--- src/rtl/reg_file_mp.sv ---
// Multi-port register file for the RV32IM ID/RF stage: two write ports, NUM_READ
// combinational read ports, optional write-to-read bypass and a pending-write scoreboard.
module reg_file_mp #(
  parameter int DATA_WIDTH = 32,
  parameter int ADDR_WIDTH = 5,
  parameter int NUM_READ   = 2,
  parameter int ZERO_REG   = 1,
  parameter int BYPASS     = 1
) (
  input  logic                           CLK,
  input  logic                           RESET_N,
  input  logic                           WRITE_ENABLE0,
  input  logic [ADDR_WIDTH-1:0]          WRITE_ADDR0,
  input  logic [DATA_WIDTH-1:0]          WRITE_DATA0,
  input  logic                           WRITE_ENABLE1,
  input  logic [ADDR_WIDTH-1:0]          WRITE_ADDR1,
  input  logic [DATA_WIDTH-1:0]          WRITE_DATA1,
  input  logic [NUM_READ*ADDR_WIDTH-1:0] OUT_ADDR,
  output logic [NUM_READ*DATA_WIDTH-1:0] DATA_OUT,
  output logic [NUM_READ-1:0]            BUSY_OUT,
  input  logic                           BUSY_SET_EN,
  input  logic [ADDR_WIDTH-1:0]          BUSY_SET_ADDR,
  input  logic                           FLUSH
);

  localparam int                    DEPTH     = 2 ** ADDR_WIDTH;
  localparam logic [ADDR_WIDTH-1:0] ZERO_ADDR = '0;

  logic [DATA_WIDTH-1:0] r_regs [DEPTH];
  logic [DEPTH-1:0]      r_busy;

  logic w_we0;
  logic w_we1;
  logic w_busy_set;

  // Register 0 is hard-wired when ZERO_REG is set: it is never written nor marked busy,
  // so it keeps its reset value of zero and can never match a bypass.
  assign w_we0      = WRITE_ENABLE0 && !((ZERO_REG != 0) && (WRITE_ADDR0 == ZERO_ADDR));
  assign w_we1      = WRITE_ENABLE1 && !((ZERO_REG != 0) && (WRITE_ADDR1 == ZERO_ADDR));
  assign w_busy_set = BUSY_SET_EN   && !((ZERO_REG != 0) && (BUSY_SET_ADDR == ZERO_ADDR));

  // NOTE: the architectural registers must read zero straight out of reset, so the whole
  // array is cleared asynchronously here; this keeps it as flops rather than an SRAM macro.
  always_ff @(posedge CLK or negedge RESET_N) begin
    if (!RESET_N) begin
      for (int i = 0; i < DEPTH; i++) begin
        r_regs[i] <= '0;
      end
    end else begin
      if (w_we0) r_regs[WRITE_ADDR0] <= WRITE_DATA0;
      // NOTE: when several non-blocking assignments hit the same element in one block,
      // the last one executed wins; that ordering is what gives port 1 priority.
      if (w_we1) r_regs[WRITE_ADDR1] <= WRITE_DATA1;
    end
  end

  // Scoreboard priority comes from statement order: the set for the newest issued
  // instruction overrides a flush, which overrides writeback clears.
  always_ff @(posedge CLK or negedge RESET_N) begin
    if (!RESET_N) begin
      r_busy <= '0;
    end else begin
      if (FLUSH) begin
        r_busy <= '0;
      end else begin
        if (w_we0) r_busy[WRITE_ADDR0] <= 1'b0;
        if (w_we1) r_busy[WRITE_ADDR1] <= 1'b0;
      end
      if (w_busy_set) r_busy[BUSY_SET_ADDR] <= 1'b1;
    end
  end

  for (genvar gk = 0; gk < NUM_READ; gk++) begin : g_rd
    logic [ADDR_WIDTH-1:0] w_addr;
    logic                  w_byp0;
    logic                  w_byp1;
    logic [DATA_WIDTH-1:0] w_data;

    assign w_addr = OUT_ADDR[gk*ADDR_WIDTH +: ADDR_WIDTH];
    assign w_byp0 = (BYPASS != 0) && w_we0 && (WRITE_ADDR0 == w_addr);
    assign w_byp1 = (BYPASS != 0) && w_we1 && (WRITE_ADDR1 == w_addr);

    always_comb begin
      w_data = r_regs[w_addr];
      if (w_byp1) begin
        w_data = WRITE_DATA1;
      end else if (w_byp0) begin
        w_data = WRITE_DATA0;
      end
    end

    // Gating with RESET_N keeps a bypassed write from leaking out while in reset.
    assign DATA_OUT[gk*DATA_WIDTH +: DATA_WIDTH] = RESET_N ? w_data : '0;
    assign BUSY_OUT[gk] = RESET_N && r_busy[w_addr] && !(w_byp0 || w_byp1);
  end

endmodule

--- config.mk ---
export PLATFORM = sky130hd
export DESIGN_NAME = reg_file_mp
export DESIGN_NICKNAME = d
export VERILOG_FILES = /design/src/rtl/reg_file_mp.sv
export SDC_FILE = /design/constraint.sdc
export NUM_CORES = 2
export LEC_CHECK = 0
export CORE_ASPECT_RATIO = 1.1
export CORE_UTILIZATION = 25
export CTS_CLUSTER_DIAMETER = 100
export DETAILED_ROUTE_END_ITERATION = 6
export GPL_ROUTABILITY_DRIVEN = 0
export GPL_TIMING_DRIVEN = 0
export PLACE_DENSITY = 0.43
export SKIP_CTS_REPAIR_TIMING = 1
export SLEW_MARGIN = 40
export SYNTH_ARGS = -nofsm -noshare
export SYNTH_HDL_FRONTEND = slang
export SYNTH_SLANG_ARGS = --single-unit
--- constraint.sdc ---
create_clock -name CLK -period 3 [get_ports CLK]
set_clock_uncertainty 0.15 [all_clocks]
set_input_delay 0.3 -clock CLK [delete_from_list [all_inputs] [get_ports CLK]]
set_output_delay 0.3 -clock CLK [all_outputs]
set_load 0.005 [all_outputs]
Cells colored by class:
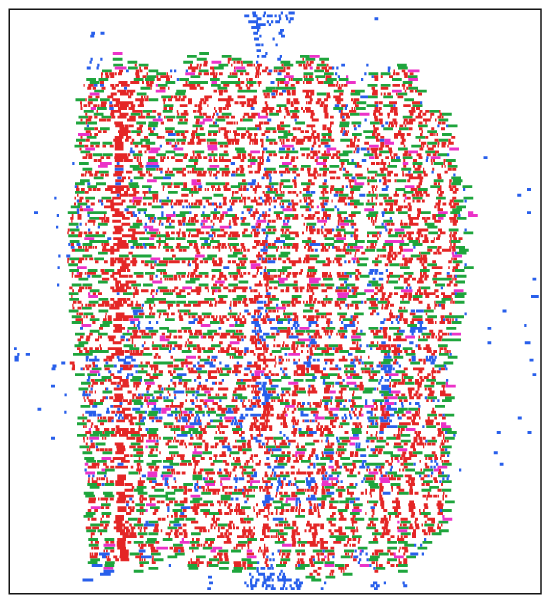
Key: flops = green [cells 1056]; clock drivers and dummy loads = magenta [cells 237]; other buffers and delay cells = blue [cells 1090]; all other logic = red [cells 5311]
core area: 269800 µm²
design area: 82850 µm²
Seq area share: 0.3190

Where the registers sit:
Bar = 100 µm. Other cells in gray.
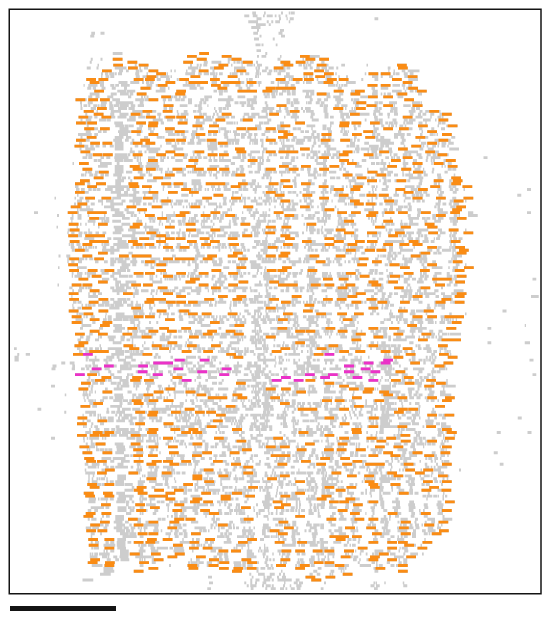
Key: r_regs = orange [sequential cells 1024, where all over the die]; r_busy = magenta [sequential cells 32]
Finished Core Util: 0.3071
P_seq: 21.2 mW

==> flow_metrics.py <==
# Physical implementation metrics
metrics = {
    "timing": {
        "setup_viol": 72,
        "hold_ws_ns": -0.006387,
        "hold_viol": 4,
        "timing.final.ws_setup_ns": -0.3823,
    },
    "critical_path": {
        "crit_cells": 10,
        "crit_path_max_incr_delay_ns": 0.53,
        "cp-endpoint": "DATA_OUT[56]",
        "r2r_end": "r_busy[26]$_DFF_PN0_",
        "critPathKind": "in2out",
        "start_kind": "input pin",
    },
    "drt": {
        "ant_nets": 0,
        "drtPass1Iterations": 7,
    },
    "yosys": {
        "top_logic_kind": "multiplexers",
        "synth.area.top_cells": "dfrtp_1, mux2i_1, nand2_1",
        "synth_cell_types": 49,
        "yosysWarnings": 0,
        "synth_area_um2": 67810,
        "synth_stat.cells": 7248,
        "yosysMostFrequentCell": "mux2i_1",
        "yosys-stat-area_um2": 67810,
        "ys_seq_elements": 1056,
        "top_area_cell": "dfrtp_1",
        "edf_count": 0,
    },
    "cells_and_area": {
        "final-clk-cell-share": 0.05516,
        "antennaDiodeCount": 31,
        "drive_gt1_frac": 0.1688,
    },
    "die": {
        "dieWidth_um": 498.6,
        "die_area_um2": 273300,
    },
    "global_routing": {
        "first_global_vias": 62060,
        "use_met3": 0.08776,
        "busiest_layer": "met2",
        "grt_usage": 0.3025,
    },
    "power_and_ir_drop": {
        "power_mw": 53.26,
    },
    "placed_design": {
        "hpwl_mm": 343.3,
    },
    "status": {
        "status": "complete, but fails checks",
        "violations": "hold timing, setup timing",
    },
    "hold_path": {
        "holdPathStages": 3,
    },
}
Clock wiring as the flow saved it:
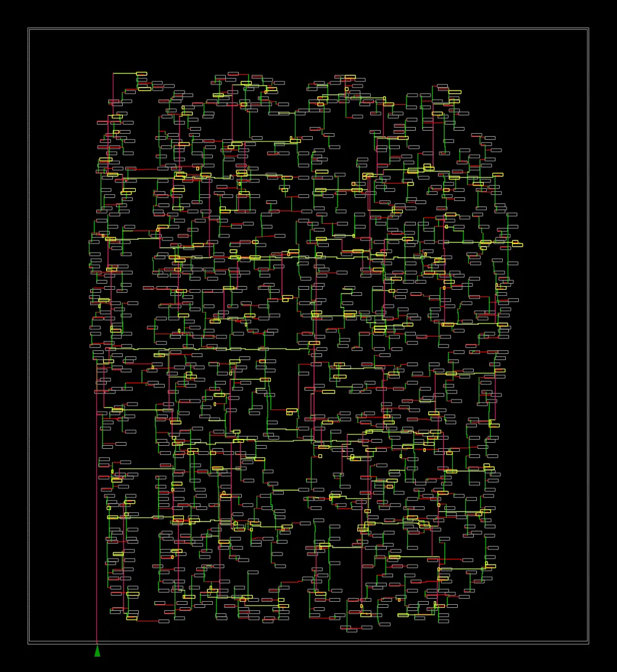
Clk power: 17.7 mW
CTS Buf Count: 133
clock buf count: 196
Insertion Delay late pin: 0.83 ns
Sink Count: 1056

Clock distribution:
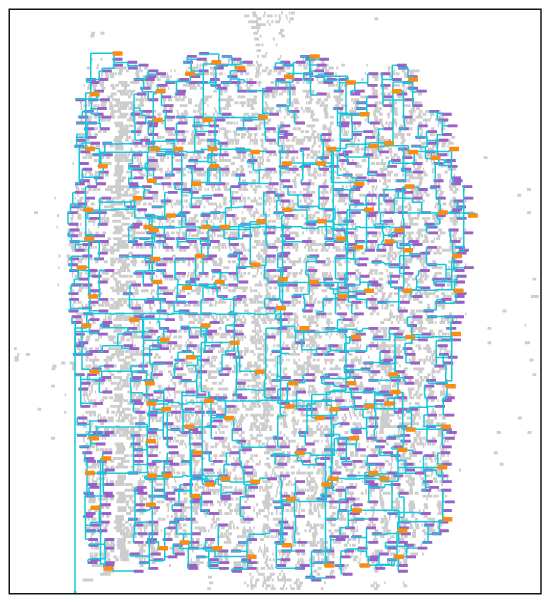
Key: clock wires = cyan [length 19200 µm]; flip-flops = purple [count 1056]; cells driving clock nets = orange [count 133]
There are 134 routed clock nets. Position of the flops: all over the die.
clock power share: 0.332

Power and IR drop assume default switching activity.
